**Run 1: clock wires, drivers and flops**

(4 px per µm)
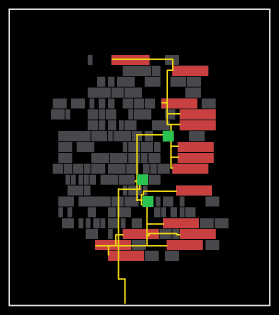
**Run 1: routed metal, one colour a layer**

(4 px per µm)
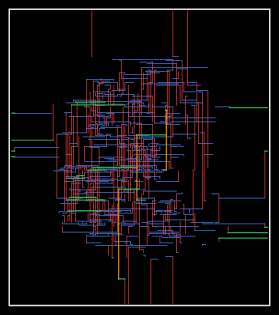
**Run 1: layout detail**

Window x 39 to 59, y 8 to 28 µm. Cells in grey, sequential cells in the stronger grey; small squares are vias.
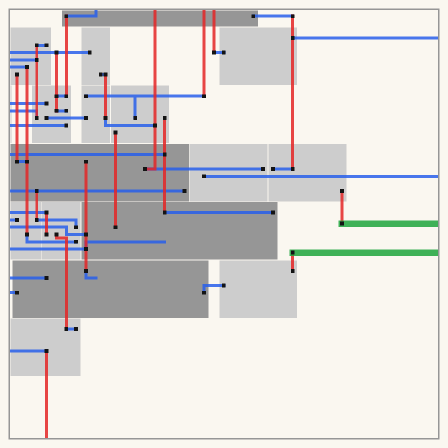
===== config.mk =====
export PLATFORM = sky130hd
export DESIGN_NAME = fsa_root_node_flat
export DESIGN_NICKNAME = d
export VERILOG_FILES = /design/src/rtl/fsa_root_node_if.sv /design/src/rtl/fsa_root_node.sv /design/src/flat_wrapper.sv
export SDC_FILE = /design/constraint.sdc
export NUM_CORES = 1
export LEC_CHECK = 0
export CAP_MARGIN = 10
export CORE_ASPECT_RATIO = 1.2
export CORE_MARGIN = 10
export CORE_UTILIZATION = 48
export CTS_CLUSTER_SIZE = 30
export DETAILED_ROUTE_END_ITERATION = 10
export GPL_ROUTABILITY_DRIVEN = 0
export PLACE_DENSITY = 0.74
export RECOVER_POWER = 25
export SYNTH_ARGS = -nofsm -noshare
export SYNTH_HDL_FRONTEND = slang
export SYNTH_SLANG_ARGS = --single-unit

===== constraint.sdc =====
create_clock -name clk -period 4.2 [get_ports clk]
set_clock_uncertainty 0.1 [all_clocks]
set_input_delay 1.26 -clock clk [delete_from_list [all_inputs] [get_ports clk]]
set_output_delay 1.26 -clock clk [all_outputs]
set_load 0.02 [all_outputs]

===== src/rtl/fsa_root_node_if.sv =====
// Purpose : bundle of leaf-side and transfer-side signals of the FSA root node.
// Ports   : leaf_req/xfer_done driven by the leaves and downstream transfer logic,
//           leaf_ack/update/busy/sel_leaf/err_timeout driven by the root node.
// Modports: master = root node side, slave = leaf/transfer side.
interface fsa_root_node_if #(
  parameter int unsigned N_LEAF = 4
);
  localparam int unsigned SEL_W = $clog2(N_LEAF);

  logic [N_LEAF-1:0] leaf_req;
  logic [N_LEAF-1:0] leaf_ack;
  logic              update;
  logic              busy;
  logic [SEL_W-1:0]  sel_leaf;
  logic              xfer_done;
  logic              err_timeout;

  modport master (
    input  leaf_req, xfer_done,
    output leaf_ack, update, busy, sel_leaf, err_timeout
  );

  modport slave (
    output leaf_req, xfer_done,
    input  leaf_ack, update, busy, sel_leaf, err_timeout
  );
endinterface


===== src/rtl/fsa_root_node.sv =====
// Purpose : root node of the Fair-Switch-Arbiter tree. Picks one requesting
//           leaf with a rotating priority, acks it for one cycle, holds the
//           switch path until the transfer completes, and pulses a global
//           lock-clear (update) once an epoch has been served and no leaf asks.
// Ports   : clk, rst_n (async, active-low)
//           bus (fsa_root_node_if.master): leaf_req, xfer_done in;
//           leaf_ack, update, busy, sel_leaf, err_timeout out (all registered).
// Config  : FSA_TIMEOUT_EN enables the BUSY watchdog (TIMEOUT_CYC cycles);
//           without it err_timeout is tied low and BUSY waits for xfer_done.
module fsa_root_node #(
  parameter int unsigned       N_LEAF      = 4,
  parameter logic [N_LEAF-1:0] INIT_PTR    = N_LEAF'(1),
  parameter int unsigned       TIMEOUT_CYC = 256
) (
  input  logic                  clk,
  input  logic                  rst_n,
  fsa_root_node_if.master       bus
);

  localparam int unsigned SEL_W = $clog2(N_LEAF);

  localparam logic [1:0] S_IDLE = 2'd0;
  localparam logic [1:0] S_ACK  = 2'd1;
  localparam logic [1:0] S_BUSY = 2'd2;
  localparam logic [1:0] S_UPD  = 2'd3;

  // Elaboration-time guard on the supported parameter range.
  if (N_LEAF < 2 || N_LEAF > 16 || TIMEOUT_CYC < 1) begin : g_bad_param
    $error("fsa_root_node: parameter out of range");
  end

  logic [1:0]        state_q,    state_d;
  logic [N_LEAF-1:0] ptr_q,      ptr_d;
  logic              served_q,   served_d;
  logic [N_LEAF-1:0] leaf_ack_q, leaf_ack_d;
  logic              update_q,   update_d;
  logic              busy_q,     busy_d;
  logic [SEL_W-1:0]  sel_q,      sel_d;

`ifdef FSA_TIMEOUT_EN
  localparam int unsigned CNT_W = $clog2(TIMEOUT_CYC + 1);
  logic [CNT_W-1:0]  cnt_q, cnt_d;
  logic              err_q, err_d;
`endif

  // Rotating-priority winner: ptr bit k set means search k-1, k-2, ... k.
  logic [N_LEAF-1:0] ptr_eff;
  logic [SEL_W-1:0]  ptr_idx;
  logic [SEL_W-1:0]  cand;
  logic              found;
  logic [N_LEAF-1:0] win_oh;
  logic [SEL_W-1:0]  win_idx;

  always_comb begin : winner_pick
    ptr_eff = $onehot(ptr_q) ? ptr_q : INIT_PTR;
    ptr_idx = '0;
    for (int unsigned j = 0; j < N_LEAF; j++) begin
      if (ptr_eff[j]) ptr_idx = SEL_W'(j);
    end
    found   = 1'b0;
    win_oh  = '0;
    win_idx = '0;
    cand    = '0;
    for (int unsigned i = 1; i <= N_LEAF; i++) begin
      cand = SEL_W'((32'(ptr_idx) + N_LEAF - i) % N_LEAF);
      if (!found && bus.leaf_req[cand]) begin
        found        = 1'b1;
        win_oh[cand] = 1'b1;
        win_idx      = cand;
      end
    end
  end

  // Next-state and registered-output values.
  always_comb begin : fsm_next
    state_d    = state_q;
    ptr_d      = ptr_q;
    served_d   = served_q;
    sel_d      = sel_q;
    leaf_ack_d = '0;
    update_d   = 1'b0;
    busy_d     = 1'b0;
`ifdef FSA_TIMEOUT_EN
    cnt_d      = cnt_q;
    err_d      = 1'b0;
`endif
    case (state_q)
      S_IDLE: begin
        // A pending request wins over the epoch update.
        if (|bus.leaf_req) begin
          leaf_ack_d = win_oh;
          sel_d      = win_idx;
          busy_d     = 1'b1;
          state_d    = S_ACK;
        end else if (served_q) begin
          update_d   = 1'b1;
          state_d    = S_UPD;
        end
      end
      S_ACK: begin
        ptr_d    = leaf_ack_q;
        served_d = 1'b1;
        busy_d   = 1'b1;
        state_d  = S_BUSY;
`ifdef FSA_TIMEOUT_EN
        cnt_d    = '0;
`endif
      end
      S_BUSY: begin
        busy_d = 1'b1;
        if (bus.xfer_done) begin
          busy_d  = 1'b0;
          state_d = S_IDLE;
        end
`ifdef FSA_TIMEOUT_EN
        else if (cnt_q == CNT_W'(TIMEOUT_CYC - 1)) begin
          busy_d  = 1'b0;
          err_d   = 1'b1;
          state_d = S_IDLE;
        end else begin
          cnt_d = cnt_q + CNT_W'(1);
        end
`endif
      end
      S_UPD: begin
        served_d = 1'b0;
        state_d  = S_IDLE;
      end
      default: state_d = S_IDLE;
    endcase
  end

  // State and output registers.
  always_ff @(posedge clk or negedge rst_n) begin : fsm_regs
    if (!rst_n) begin
      state_q    <= S_IDLE;
      ptr_q      <= INIT_PTR;
      served_q   <= 1'b0;
      leaf_ack_q <= '0;
      update_q   <= 1'b0;
      busy_q     <= 1'b0;
      sel_q      <= '0;
    end else begin
      state_q    <= state_d;
      ptr_q      <= ptr_d;
      served_q   <= served_d;
      leaf_ack_q <= leaf_ack_d;
      update_q   <= update_d;
      busy_q     <= busy_d;
      sel_q      <= sel_d;
    end
  end

`ifdef FSA_TIMEOUT_EN
  // BUSY watchdog counter and error pulse.
  always_ff @(posedge clk or negedge rst_n) begin : wdog_regs
    if (!rst_n) begin
      cnt_q <= '0;
      err_q <= 1'b0;
    end else begin
      cnt_q <= cnt_d;
      err_q <= err_d;
    end
  end
  assign bus.err_timeout = err_q;
`else
  assign bus.err_timeout = 1'b0;
`endif

  assign bus.leaf_ack = leaf_ack_q;
  assign bus.update   = update_q;
  assign bus.busy     = busy_q;
  assign bus.sel_leaf = sel_q;

endmodule

===== src/flat_wrapper.sv =====
// flat-port wrapper written by rule: the top's interface ports become plain ports
module fsa_root_node_flat 
#(
  parameter int unsigned       N_LEAF      = 4,
  parameter logic [N_LEAF-1:0] INIT_PTR    = N_LEAF'(1),
  parameter int unsigned       TIMEOUT_CYC = 256
)
  (clk, rst_n, bus_leaf_req, bus_xfer_done, bus_leaf_ack, bus_update, bus_busy, bus_sel_leaf, bus_err_timeout);
  fsa_root_node_if #(.N_LEAF(N_LEAF)) bus_i ();
  input  logic clk;
  input  logic rst_n;
  input wire logic [$bits(bus_i.leaf_req)-1:0] bus_leaf_req;
  input wire logic [$bits(bus_i.xfer_done)-1:0] bus_xfer_done;
  output wire logic [$bits(bus_i.leaf_ack)-1:0] bus_leaf_ack;
  output wire logic [$bits(bus_i.update)-1:0] bus_update;
  output wire logic [$bits(bus_i.busy)-1:0] bus_busy;
  output wire logic [$bits(bus_i.sel_leaf)-1:0] bus_sel_leaf;
  output wire logic [$bits(bus_i.err_timeout)-1:0] bus_err_timeout;
  assign bus_i.leaf_req = bus_leaf_req;
  assign bus_i.xfer_done = bus_xfer_done;
  assign bus_leaf_ack = bus_i.leaf_ack;
  assign bus_update = bus_i.update;
  assign bus_busy = bus_i.busy;
  assign bus_sel_leaf = bus_i.sel_leaf;
  assign bus_err_timeout = bus_i.err_timeout;
  fsa_root_node #(.N_LEAF(N_LEAF), .INIT_PTR(INIT_PTR), .TIMEOUT_CYC(TIMEOUT_CYC)) u_core (.clk(clk), .rst_n(rst_n), .bus(bus_i));
endmodule

==> report_table.html, run 1 <==
<h2>Implementation results</h2>
<table>
<tr><th>Metric</th><th>Value</th></tr>
<tr><th colspan="2">Clock network</th></tr>
<tr><td>Library cell used as clock root buffer</td><td>clkbuf_4</td></tr>
<tr><td>H-tree depth</td><td>1</td></tr>
<tr><td>Buffer levels on the longest clock path</td><td>2</td></tr>
<tr><td>Number of buffers created by CTS</td><td>3</td></tr>
<tr><td>Register clock-pin slew on the reported worst setup and hold paths</td><td>approximately 0.080 ns</td></tr>
<tr><th colspan="2">Timing</th></tr>
<tr><td>Final min period</td><td>a little under 4 ns</td></tr>
<tr><td>Final hold viol count</td><td>0</td></tr>
<tr><td>Post-route setup TNS</td><td>0 ns</td></tr>
<tr><td>Pins over their slew limit</td><td>0</td></tr>
<tr><td>Fraction of the cycle the final worst path needs</td><td>a little over nine tenths</td></tr>
<tr><td>Setup repair after global routing missed its margin</td><td>false</td></tr>
<tr><td>Worst relative slew slack</td><td>between 50% and 60%</td></tr>
<tr><th colspan="2">Detailed routing</th></tr>
<tr><td>Drt initial violations</td><td>39</td></tr>
<tr><td>Final antenna-violating net count</td><td>0</td></tr>
<tr><td># DRC</td><td>0</td></tr>
<tr><td>Post-Route WL</td><td>between 2000 and 3000 µm</td></tr>
<tr><td>First-pass detailed-route iteration total</td><td>5</td></tr>
<tr><th colspan="2">Global routing</th></tr>
<tr><td>Global-route wire length before repair</td><td>around 4500 µm</td></tr>
<tr><td>Residual overflow from global routing</td><td>0</td></tr>
<tr><td>Vias in the first global route</td><td>~960</td></tr>
<tr><th colspan="2">Run</th></tr>
<tr><td>Max-cap violation count</td><td>0</td></tr>
<tr><td>Tally of OpenROAD warnings</td><td>30</td></tr>
<tr><th colspan="2">Finish</th></tr>
<tr><td>Number of antenna repair diodes</td><td>0</td></tr>
<tr><td>Net total in the final layout</td><td>151</td></tr>
<tr><td>Sequential cells</td><td>15</td></tr>
<tr><td>Logic gate fraction of the total cell area</td><td>between 50 and 60%</td></tr>
<tr><td>Filler Cell Count</td><td>roughly 190</td></tr>
<tr><td>Count of placed standard cells in the final layout, fillers left out</td><td>~160</td></tr>
<tr><td>Cell group occupying the most layout area</td><td>logic gates</td></tr>
<tr><td>Proportion of cell area occupied by registers</td><td>about 28%</td></tr>
<tr><th colspan="2">Setup path</th></tr>
<tr><td>Number of cells on the critical path</td><td>11</td></tr>
<tr><td>WP data arrival</td><td>4.05 ns</td></tr>
<tr><td>Crit. End Element</td><td>flip-flop</td></tr>
<tr><td>Slowest stage cell, crit path</td><td>dfstp_2</td></tr>
<tr><td>Biggest cell delay along the critical path</td><td>between 0.5 and 0.6 ns</td></tr>
<tr><td>Cell family with the largest share of critical-path delay</td><td>adder cells</td></tr>
<tr><td>Origin of the critical flop-to-flop path</td><td>u_core.ptr_q[0]$_DFFE_PN1P_</td></tr>
<tr><td>Biggest fanout along the worst timing path</td><td>6</td></tr>
<tr><td>Logic depth of the worst register-to-register path</td><td>11</td></tr>
<tr><td>Endpoint required time on the critical path</td><td>roughly 4.3 ns</td></tr>
<tr><td>Crit path from</td><td>u_core.ptr_q[0]$_DFFE_PN1P_</td></tr>
<tr><td>Buffers and inverters on the worst path</td><td>1</td></tr>
<tr><td>Reg2Reg Setup Slack</td><td>about 0.22 ns</td></tr>
<tr><th colspan="2">Die</th></tr>
<tr><td>Chip Area</td><td>roughly 4800 µm²</td></tr>
<tr><td>Overall die height</td><td>roughly 74 µm</td></tr>
<tr><td>Row count</td><td>19</td></tr>
<tr><td>I/O Pins</td><td>16</td></tr>
<tr><td>Floorplan Utilization</td><td>approximately 50%</td></tr>
<tr><td>Tapcells</td><td>31</td></tr>
<tr><th colspan="2">Synth</th></tr>
<tr><td>Synth Instances</td><td>~120</td></tr>
<tr><td>Number of warnings printed during yosys synthesis</td><td>0</td></tr>
<tr><td>Number of enable flip-flop cells</td><td>0</td></tr>
<tr><td>Netlist Area Pre-Place</td><td>roughly 1200 µm²</td></tr>
<tr><td>Net count entering floorplan</td><td>roughly 130</td></tr>
<tr><td>YS chip area</td><td>1150 µm²</td></tr>
<tr><td>Fraction of the yosys area taken by sequential cells</td><td>32.6%</td></tr>
<tr><th colspan="2">Placed design</th></tr>
<tr><td>IO Port Bufs</td><td>14</td></tr>
<tr><td>Placed instance count</td><td>~160</td></tr>
<tr><td>Post-detailed-placement half-perimeter wirelength</td><td>around 2100 µm</td></tr>
<tr><th colspan="2">Hold path</th></tr>
<tr><td>Type of the worst min-delay path</td><td>flip-flop to flip-flop</td></tr>
<tr><td>Endpoint, Worst Hold</td><td>u_core.bus.sel_leaf[0]$_DFFE_PN0P_</td></tr>
<tr><td>Launch point of the worst hold path</td><td>u_core.bus.sel_leaf[0]$_DFFE_PN0P_</td></tr>
<tr><th colspan="2">Run status</th></tr>
<tr><td>Status</td><td>completed</td></tr>
</table>
About 'clock wires, drivers and flops':
- green: clock-net drivers (count 3)
- red: flip-flops (count 15)
- yellow: clock wires (length 184 µm)
- routed clock nets: 4
clock latency on the worst-skew pair: 0.28 ns

About 'routed metal, one colour a layer':
- green: M3 (wire length 128 µm)
- orange: M4 (wire length 53.7 µm)
- red: M2 (wire length 1240 µm)
- blue: M1 (wire length 1170 µm)
vias after detailed routing: 978
Wirelength per Cell: 15.8 µm

About 'layout detail':
- blue: M1
- green: M3
- red: M2
- sequential cells in the window: 3
- most frequent: clkdlybuf4s50_1 (4), dfrtp_1 (3)
- cells with their middle in the window: 14

==> run 1: synthesized netlist by cell type (all sizes together) (2+ instances only) <==
library cell / count / share of area (%)
o31ai: 2 / 1.3
nor3: 3 / 1.7
a21oi: 2 / 0.87
nor2: 6 / 2.2
dfrtp: 14 / 30
ha: 9 / 9.8
mux4: 2 / 3.9
o21a: 4 / 2.6
mux2: 7 / 6.8
or3: 2 / 1.5
a21boi: 2 / 1.3
o21ai: 11 / 4.8
a221oi: 5 / 3.8
clkbuf: 3 / 0.98
o31a: 2 / 1.5
inv: 5 / 1.6
nand2: 12 / 3.9
o2bb2ai: 4 / 3.0
buf: 2 / 1.1
nor3b: 2 / 1.7
mux2i: 3 / 2.6
==> run 1: placed cells by master (no fill, tap or decap), types with 2 or more instances in the layout <==
| cell | n |
|---|---|
| clkdlybuf4s50_1 | 13 |
| nor3_1 | 2 |
| inv_2 | 2 |
| mux4_2 | 2 |
| dfrtp_1 | 14 |
| a221oi_1 | 5 |
| o31a_1 | 2 |
| mux2_2 | 7 |
| buf_4 | 3 |
| o2bb2ai_1 | 4 |
| o21ai_0 | 8 |
| nor2_1 | 5 |
| clkbuf_4 | 3 |
| o21ai_1 | 3 |
| a21oi_1 | 2 |
| mux2i_1 | 3 |
| nand2_1 | 12 |
| o31ai_1 | 2 |
| ha_1 | 9 |
| o21a_1 | 4 |
| inv_1 | 3 |
==> run 1: metal layers <==
| metal | share of wire (%) | vias up | global-route usage [%] |
|---|---|---|---|
| met4 | 2.1 | 0 | 6.19 |
| met3 | 5.0 | 7 | 2.13 |
| li1 | - | 479 | - |
| met5 | 0 | - | 0 |
| met1 | 45 | 456 | 14.4 |
| met2 | 48 | 36 | 19.2 |
==> run 1: logic make-up after synthesis <==
group | Yosys count | share of synthesized area [%]
other cells | 1 | 0.325
flops | 15 | 32.6
mux | 12 | 13.3
buf+inv | 10 | 3.69
compound gates | 37 | 23.4
fa+ha+maj | 10 | 11.5
simple gates | 32 | 15.1
==> run 1: sequential cells by signal, indices dropped and copies added, names as in the netlist <==
name and count:
u_core.bus.update 1, u_core.bus.sel_leaf 2, u_core.bus.busy 1, u_core.bus.leaf_ack 4
u_core.served_q 1, u_core.state_q 2, u_core.ptr_q 4
==> run 1: stage by stage <==
step / utilization [%] / area, µm² / hold WS, ns
3_5_place_dp: 57.7 / 1330 / 0.383
5_1_grt: 58.9 / 1360 / 0.437
2_1_floorplan: - / 1150 / 0.376
4_1_cts: 58.9 / 1360 / 0.403
6_report: 58.9 / 1360 / 0.399
3_3_place_gp: 57.7 / 1330 / 0.382
==> run 1: tightest hold or removal path: cells and delay by family, from the launching register on <==
kind,cells,cell delay [ns]
DFF,1,0.35
AOI/OAI and AO/OA,1,0.06
and+or+nand+nor,1,0.05
**Run 1: routing congestion map**

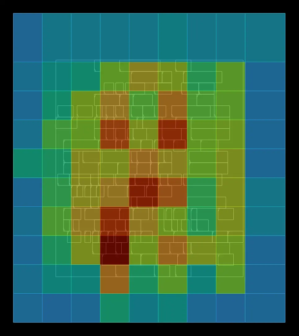

--- run 2 (diff from run 1) ---
Settings changed: CORE_ASPECT_RATIO 1.2 to 0.6, CORE_MARGIN 10 to 1.5.
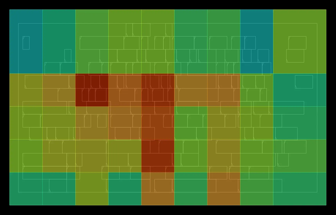
**Above:** run 2 (routing congestion map).
routing layer with the top usage in global route: met2
global-route usage over all layers: 22.1%

==> run 2 against run 1 <==
  * Synthesized area is the same
  * Largest cell class unchanged
  * First-iteration DRC count stayed put
  * Utilization is 4.0 points higher
  * Die area shrank 43%
  * Maximum frequency is essentially flat
  * Hold slack improved by 0.0018 ns
  * Final area grew 2.4%
  * Via count is 2.9% higher
==> report_table.html, run 2 <==
<h2>Implementation results</h2>
<table>
<tr><th>Metric</th><th>Value</th></tr>
<tr><th colspan="2">Setup path</th></tr>
<tr><td>WP data arrival</td><td>approximately 4 ns</td></tr>
<tr><td>Biggest fanout along the worst timing path</td><td>8</td></tr>
<tr><td>Endpoint required time on the critical path</td><td>about 4.3 ns</td></tr>
<tr><td>Slowest stage cell, crit path</td><td>fa_1</td></tr>
<tr><td>Origin of the critical flop-to-flop path</td><td>u_core.ptr_q[3]$_DFFE_PN0P_</td></tr>
<tr><td>Cell family with the largest share of critical-path delay</td><td>simple AND/OR/NAND/NOR gates</td></tr>
<tr><td>Crit. End Element</td><td>flip-flop</td></tr>
<tr><th colspan="2">Synth</th></tr>
<tr><td>Fraction of the yosys area taken by sequential cells</td><td>between 30% and 40%</td></tr>
<tr><td>Most common cell in the netlist</td><td>dfrtp_1</td></tr>
<tr><td>Leading post-synthesis cells by cell area</td><td>dfrtp_1, ha_1, mux2_2, mux4_2, nand2_1</td></tr>
<tr><td>YS chip area</td><td>1150 µm²</td></tr>
<tr><td>Top cells by instance count after synthesis</td><td>dfrtp_1, nand2_1, ha_1</td></tr>
<tr><td>Number of warnings printed during yosys synthesis</td><td>0</td></tr>
<tr><td>Synth area leader</td><td>dfrtp_1</td></tr>
<tr><td>Netlist Area Pre-Place</td><td>roughly 1200 µm²</td></tr>
<tr><td>Synth Instances</td><td>117</td></tr>
<tr><td>Number of enable flip-flop cells</td><td>0</td></tr>
<tr><td>Portion of synthesized cell area occupied by the leading cell type</td><td>30.4%</td></tr>
<tr><th colspan="2">Global routing</th></tr>
<tr><td>Vias in the first global route</td><td>just over 900</td></tr>
<tr><td>Met1 layer usage reported by global route</td><td>31.7%</td></tr>
<tr><td>Global Route met2 Usage</td><td>between 30% and 40%</td></tr>
<tr><td>Met3 Track Usage GR</td><td>4.95%</td></tr>
<tr><td>Residual overflow from global routing</td><td>0</td></tr>
<tr><td>Global-route wire length before repair</td><td>roughly 4400 µm</td></tr>
<tr><th colspan="2">Die</th></tr>
<tr><td>I/O Pins</td><td>16</td></tr>
<tr><td>Overall die height</td><td>41.0 µm</td></tr>
<tr><td>Floorplan Utilization</td><td>52.1%</td></tr>
<tr><td>Chip Area</td><td>approximately 2700 µm²</td></tr>
<tr><th colspan="2">Detailed routing</th></tr>
<tr><td>Drt initial violations</td><td>39</td></tr>
<tr><td>First-pass detailed-route iteration total</td><td>4</td></tr>
<tr><td>Vias after detailed routing</td><td>1006</td></tr>
<tr><td>Post-Route WL</td><td>2740 µm</td></tr>
<tr><td>Final antenna-violating net count</td><td>0</td></tr>
<tr><td># DRC</td><td>0</td></tr>
<tr><td>Wirelength per Cell</td><td>around 17 µm</td></tr>
<tr><th colspan="2">Finish</th></tr>
<tr><td>Most frequent logic cell in the layout</td><td>dfrtp_1</td></tr>
<tr><td>Net total in the final layout</td><td>153</td></tr>
<tr><td>Count of placed standard cells in the final layout, fillers left out</td><td>about 170</td></tr>
<tr><td>Most frequently placed logic cells in the final layout</td><td>dfrtp_1, clkdlybuf4s50_1, nand2_1, ha_1, o21ai_0</td></tr>
<tr><td>Area of all placed cells without fillers</td><td>between 1000 and 1500 µm²</td></tr>
<tr><th colspan="2">Timing</th></tr>
<tr><td>Pins over their slew limit</td><td>0</td></tr>
<tr><td>Final hold viol count</td><td>0</td></tr>
<tr><td>Post-route setup TNS</td><td>0 ns</td></tr>
<tr><td>Worst relative slew slack</td><td>a little under three fifths</td></tr>
<tr><th colspan="2">Clock network</th></tr>
<tr><td>Library cell used as clock root buffer</td><td>clkbuf_8</td></tr>
<tr><td>Clock latency on the worst-skew pair</td><td>~0.24 ns</td></tr>
<tr><td>Number of buffers created by CTS</td><td>3</td></tr>
<tr><td>H-tree depth</td><td>1</td></tr>
<tr><td>Buffer levels on the longest clock path</td><td>2</td></tr>
<tr><th colspan="2">Run</th></tr>
<tr><td>Tally of OpenROAD warnings</td><td>30</td></tr>
<tr><td>Max-cap violation count</td><td>0</td></tr>
<tr><th colspan="2">Placed design</th></tr>
<tr><td>Post-detailed-placement half-perimeter wirelength</td><td>between 2000 and 2500 µm</td></tr>
<tr><th colspan="2">Hold path</th></tr>
<tr><td>Type of the worst min-delay path</td><td>flip-flop to flip-flop</td></tr>
<tr><td>Launch point of the worst hold path</td><td>u_core.bus.sel_leaf[0]$_DFFE_PN0P_</td></tr>
<tr><th colspan="2">Run status</th></tr>
<tr><td>Status</td><td>completed</td></tr>
</table>
-- run 2: cell count changes in the layout (fill, tap and decap cells not counted), sizes merged --
cell  before  now
buf        3    5
-- run 2: worst paths after layout --
| path | endpoint | depth (start not counted) |
|---|---|---|
| max in group asynchronous | u_core.ptr_q[1]$_DFFE_PN0P_ | 1 |
| setup / recovery | u_core.bus.leaf_ack[0]$_DFF_PN0_ | 11 |
| min in group asynchronous | u_core.served_q$_DFFE_PN0P_ | 1 |
| hold / removal | u_core.bus.sel_leaf[0]$_DFFE_PN0P_ | 2 |
| hold reg to reg | u_core.bus.sel_leaf[0]$_DFFE_PN0P_ | 2 |
| setup reg to reg | u_core.bus.leaf_ack[0]$_DFF_PN0_ | 11 |
-- run 2: cell families after synthesis --
group                    count (synthesis)  synth area share [%]
multiplexers                            12                  13.3
buffers and inverters                   10                  3.69
AND-OR/OR-AND                           37                  23.4
other                                    1                 0.325
adder cells (fa/ha/maj)                 10                  11.5
AND/OR/NAND/NOR                         32                  15.1
flip-flops                              15                  32.6
-- run 2: worst reg2reg max path, cell delays in order (launching register included) --
cell,delay (ns)
dfrtp_1,0.46
ha_1,0.31
ha_1,0.19
fa_1,0.47
or3b_1,0.47
nor2_2,0.18
buf_4,0.17
ha_1,0.26
mux4_2,0.35
or3_4,0.43
nor3_2,0.34
o2bb2ai_1,0.17
-- run 2: layout make-up --
cell class,count,share of cell area (%)
clock buffer,4,3.24
inverter,5,1.35
timing repair buffer,19,12.8
sequential,15,27.1
multi-input combinational,92,52.8
tap,30,2.70
-- run 2: through the flow --
| stage | utilization, % | hold WS (ns) | setup slack (ns) |
|---|---|---|---|
| 2_1_floorplan | - | 0.376 | 0.225 |
| 3_3_place_gp | 60.8 | 0.375 | 0.356 |
| 3_5_place_dp | 60.8 | 0.391 | 0.293 |
| 4_1_cts | 62.8 | 0.405 | 0.239 |
| 5_1_grt | 62.8 | 0.425 | 0.0603 |
| 6_report | 62.8 | 0.401 | 0.222 |
-- run 2: per-layer routing --
layer / routed length, µm / vias up
met4: 7 / 0
met1: 1330 / 482
li1: - / 477
met3: 221 / 2
met2: 1180 / 45
met5: 0 / -
--- run 3 (diff from run 2) ---
Settings changed: CTS_CLUSTER_SIZE 30 to 10, SETUP_SLACK_MARGIN set to 0.15.
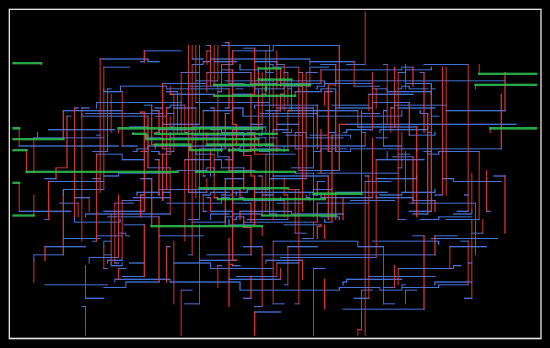
**Above:** run 3 (routed metal, one colour a layer).
(8 px per µm)
- green: M3 (wire length 224 µm)
- blue: M1 (wire length 1320 µm)
- red: M2 (wire length 1260 µm)
Post-Route WL: 2810 µm
vias after detailed routing: 1002
Wirelength per Cell: 17.0 µm

==> run 3 against run 2 <==
  * Final cell count unchanged
  * Synthesized area unchanged
  * Register-to-register slack better by 0.02 ns
  * Clock-buffer cell count unchanged
  * Final area up 0.81%
  * Via count down 0.40%
==> report_table.html, run 3 <==
<h2>Implementation results</h2>
<table>
<tr><th>Metric</th><th>Value</th></tr>
<tr><th colspan="2">Global routing</th></tr>
<tr><td>Global-route usage over all layers</td><td>roughly 22%</td></tr>
<tr><td>Global-route wire length before repair</td><td>4350 µm</td></tr>
<tr><td>Vias in the first global route</td><td>around 920</td></tr>
<tr><td>Residual overflow from global routing</td><td>0</td></tr>
<tr><th colspan="2">Setup path</th></tr>
<tr><td>Biggest cell delay along the critical path</td><td>around 0.53 ns</td></tr>
<tr><td>Slowest stage cell, crit path</td><td>dfstp_2</td></tr>
<tr><td>Biggest fanout along the worst timing path</td><td>6</td></tr>
<tr><td>Endpoint required time on the critical path</td><td>approximately 4.2 ns</td></tr>
<tr><td>Crit. End Element</td><td>flip-flop</td></tr>
<tr><td>Top cell by count, worst path</td><td>ha_1</td></tr>
<tr><td>WP data arrival</td><td>3.99 ns</td></tr>
<tr><th colspan="2">Synth</th></tr>
<tr><td>Complex Gates by Area</td><td>a little under a quarter</td></tr>
<tr><td>Most common cell in the netlist</td><td>dfrtp_1</td></tr>
<tr><td>Mean instance size in the synthesized netlist</td><td>slightly below 10 µm²</td></tr>
<tr><td>Synth Instances</td><td>approximately 120</td></tr>
<tr><td>Net count entering floorplan</td><td>roughly 130</td></tr>
<tr><td>Multiplexer area fraction after synthesis</td><td>a little over an eighth</td></tr>
<tr><td>Netlist Area Pre-Place</td><td>approximately 1200 µm²</td></tr>
<tr><td>Number of enable flip-flop cells</td><td>0</td></tr>
<tr><td>Most common reg cell</td><td>dfrtp_1</td></tr>
<tr><td>Share of synthesized cell area in full adder, half adder and majority cells</td><td>approximately 11%</td></tr>
<tr><td>Fraction of the yosys area taken by sequential cells</td><td>32.6%</td></tr>
<tr><td>Number of warnings printed during yosys synthesis</td><td>0</td></tr>
<tr><td>Portion of synthesized cell area occupied by the leading cell type</td><td>30.4%</td></tr>
<tr><td>Yosys simple share</td><td>around 15%</td></tr>
<tr><td>YS chip area</td><td>1150 µm²</td></tr>
<tr><td>Top cells by instance count after synthesis</td><td>dfrtp_1, nand2_1, ha_1</td></tr>
<tr><td>Synth area leader</td><td>dfrtp_1</td></tr>
<tr><td>Biggest combinational cell group after synthesis</td><td>AND-OR/OR-AND gates</td></tr>
<tr><td>Leading post-synthesis cells by cell area</td><td>dfrtp_1, ha_1, mux2_2, mux4_2, nand2_1</td></tr>
<tr><td>Yosys xor share</td><td>0%</td></tr>
<tr><th colspan="2">Placed design</th></tr>
<tr><td>Pre-CTS setup slack</td><td>between 0.2 and 0.3 ns</td></tr>
<tr><td>Post-detailed-placement cell area</td><td>1350 µm²</td></tr>
<tr><td>IO Port Bufs</td><td>14</td></tr>
<tr><td>Placed instance count</td><td>161</td></tr>
<tr><td>Post-detailed-placement half-perimeter wirelength</td><td>around 2100 µm</td></tr>
<tr><th colspan="2">Timing</th></tr>
<tr><td>Smallest hold slack</td><td>around 0.4 ns</td></tr>
<tr><td>Setup repair after global routing missed its margin</td><td>false</td></tr>
<tr><td>Final hold viol count</td><td>0</td></tr>
<tr><td>Final min period</td><td>between 3 and 4 ns</td></tr>
<tr><td>Worst relative slew slack</td><td>56.1%</td></tr>
<tr><td>Post-route setup TNS</td><td>0 ns</td></tr>
<tr><td>Smallest setup slack after layout</td><td>~0.24 ns</td></tr>
<tr><td>Fraction of the cycle the final worst path needs</td><td>between 90 and 100%</td></tr>
<tr><td>Pins over their slew limit</td><td>0</td></tr>
<tr><th colspan="2">Hold path</th></tr>
<tr><td>Type of the worst min-delay path</td><td>flip-flop to flip-flop</td></tr>
<tr><th colspan="2">Detailed routing</th></tr>
<tr><td>First-pass detailed-route iteration total</td><td>4</td></tr>
<tr><td>Drt initial violations</td><td>about 68</td></tr>
<tr><td># DRC</td><td>0</td></tr>
<tr><td>Final antenna-violating net count</td><td>0</td></tr>
<tr><th colspan="2">Clock network</th></tr>
<tr><td>Library cell used as clock root buffer</td><td>clkbuf_8</td></tr>
<tr><td>CTS tree</td><td>done</td></tr>
<tr><td>H-tree depth</td><td>1</td></tr>
<tr><td>Buffer levels on the longest clock path</td><td>2</td></tr>
<tr><td>Register clock-pin slew on the reported worst setup and hold paths</td><td>about 0.06 ns</td></tr>
<tr><td>Clock latency on the worst-skew pair</td><td>0.24 ns</td></tr>
<tr><td>Number of buffers created by CTS</td><td>3</td></tr>
<tr><th colspan="2">Finish</th></tr>
<tr><td>Area grow syn2layout</td><td>21.5%</td></tr>
<tr><td>Most frequently placed logic cells in the final layout</td><td>clkdlybuf4s50_1, dfrtp_1, nand2_1, ha_1, o21ai_0</td></tr>
<tr><td>Number of antenna repair diodes</td><td>0</td></tr>
<tr><td>Count of placed standard cells in the final layout, fillers left out</td><td>roughly 170</td></tr>
<tr><td>Net total in the final layout</td><td>approximately 150</td></tr>
<tr><td>Area of all placed cells without fillers</td><td>roughly 1400 µm²</td></tr>
<tr><td>Final Core Density</td><td>between 60% and 70%</td></tr>
<tr><td>Filler Cell Count</td><td>194</td></tr>
<tr><th colspan="2">Die</th></tr>
<tr><td>Floorplan Utilization</td><td>between 50% and 60%</td></tr>
<tr><td>Overall die height</td><td>41.0 µm</td></tr>
<tr><td>I/O Pins</td><td>16</td></tr>
<tr><td>Chip Area</td><td>between 2000 and 3000 µm²</td></tr>
<tr><th colspan="2">Run</th></tr>
<tr><td>Tally of OpenROAD warnings</td><td>30</td></tr>
<tr><td>Max-cap violation count</td><td>0</td></tr>
<tr><th colspan="2">Run status</th></tr>
<tr><td>Status</td><td>completed</td></tr>
</table>
run 3: cell counts after synthesis:
No cell type changed its count.
run 3: path summary, 6_finish.rpt:
path                                                    start                                 end  slack, ns  depth (start not counted)
hold / removal             u_core.bus.sel_leaf[0]$_DFFE_PN0P_  u_core.bus.sel_leaf[0]$_DFFE_PN0P_       0.40                          2
setup reg to reg                  u_core.ptr_q[0]$_DFFE_PN1P_  u_core.bus.sel_leaf[1]$_DFFE_PN0P_       0.24                         11
min in group asynchronous                               rst_n         u_core.served_q$_DFFE_PN0P_       1.38                          1
hold reg to reg            u_core.bus.sel_leaf[0]$_DFFE_PN0P_  u_core.bus.sel_leaf[0]$_DFFE_PN0P_       0.40                          2
setup / recovery                  u_core.ptr_q[0]$_DFFE_PN1P_  u_core.bus.sel_leaf[1]$_DFFE_PN0P_       0.24                         11
max in group asynchronous                               rst_n         u_core.ptr_q[3]$_DFFE_PN0P_       2.15                          1
run 3: what timing repair did:
item                                    in CTS  in global routing
resized                                      0                  4
buffers inserted                             0                  0
endpoints found under the setup margin       0                  5
run 3: cell families (layout without fill, tap and decap cells):
group | after synthesis | after routing
fa+ha+maj | 10 | 10
flops | 15 | 15
simple gates | 32 | 32
buf+inv | 10 | 28
compound gates | 37 | 37
other cells | 1 | 1
mux | 12 | 12
run 3: area by class of cell:
class                           count  area, µm²  area share (%)
Clock buffer                        4       45.0            3.21
Inverter                            5       18.8            1.34
Multi-Input combinational cell     92        744            53.1
Sequential cell                    15        378            27.0
Tap cell                           30       37.5            2.68
Timing Repair Buffer               19        178            12.7
run 3: critical path: cells and delay by family, from the launching register on:
kind | cells | cell delay [ns]
AOI/OAI and AO/OA | 2 | 0.48
adders and majority gates | 4 | 1.17
buffers and inverters | 1 | 0.17
DFF | 1 | 0.53
muxes | 1 | 0.35
and+or+nand+nor | 3 | 1.05
run 3: per-layer routing:
metal  up-vias  GRT usage [%]  share of wire [%]
li1        480              -                  -
met1       476           31.7                 47
met2        46           35.0                 45
met3         0           4.95                8.0
met4         0           4.08                  0
met5         -              0                  0

==> layout pictures side by side <==
Sequential cells grouped by signal name.
picture 1
(10 px per µm) Other sequential cells in the stronger grey, the rest of the logic in the fainter grey.
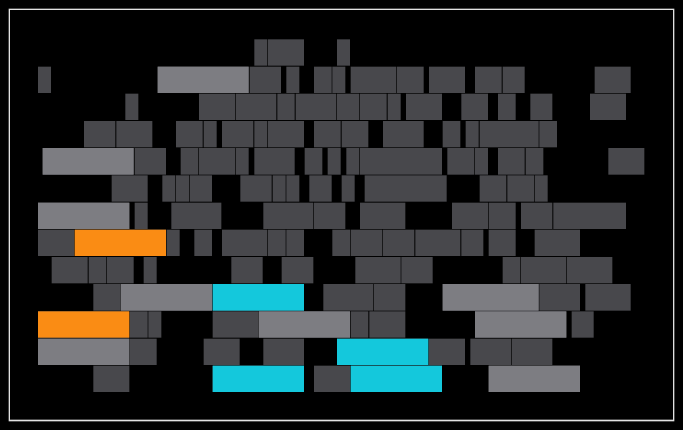
picture 2
(6 px per µm) Other sequential cells in the stronger grey, the rest of the logic in the fainter grey.
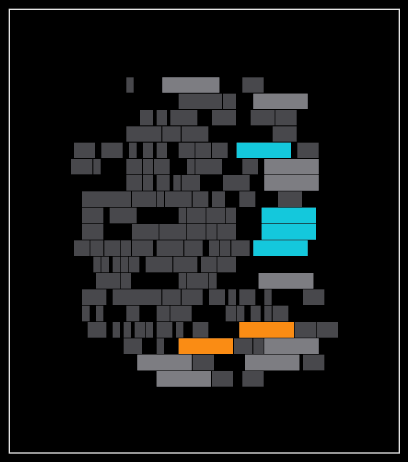
The one with the largest die is picture 2.
picture 2 -> run 1
picture 1 -> run 2

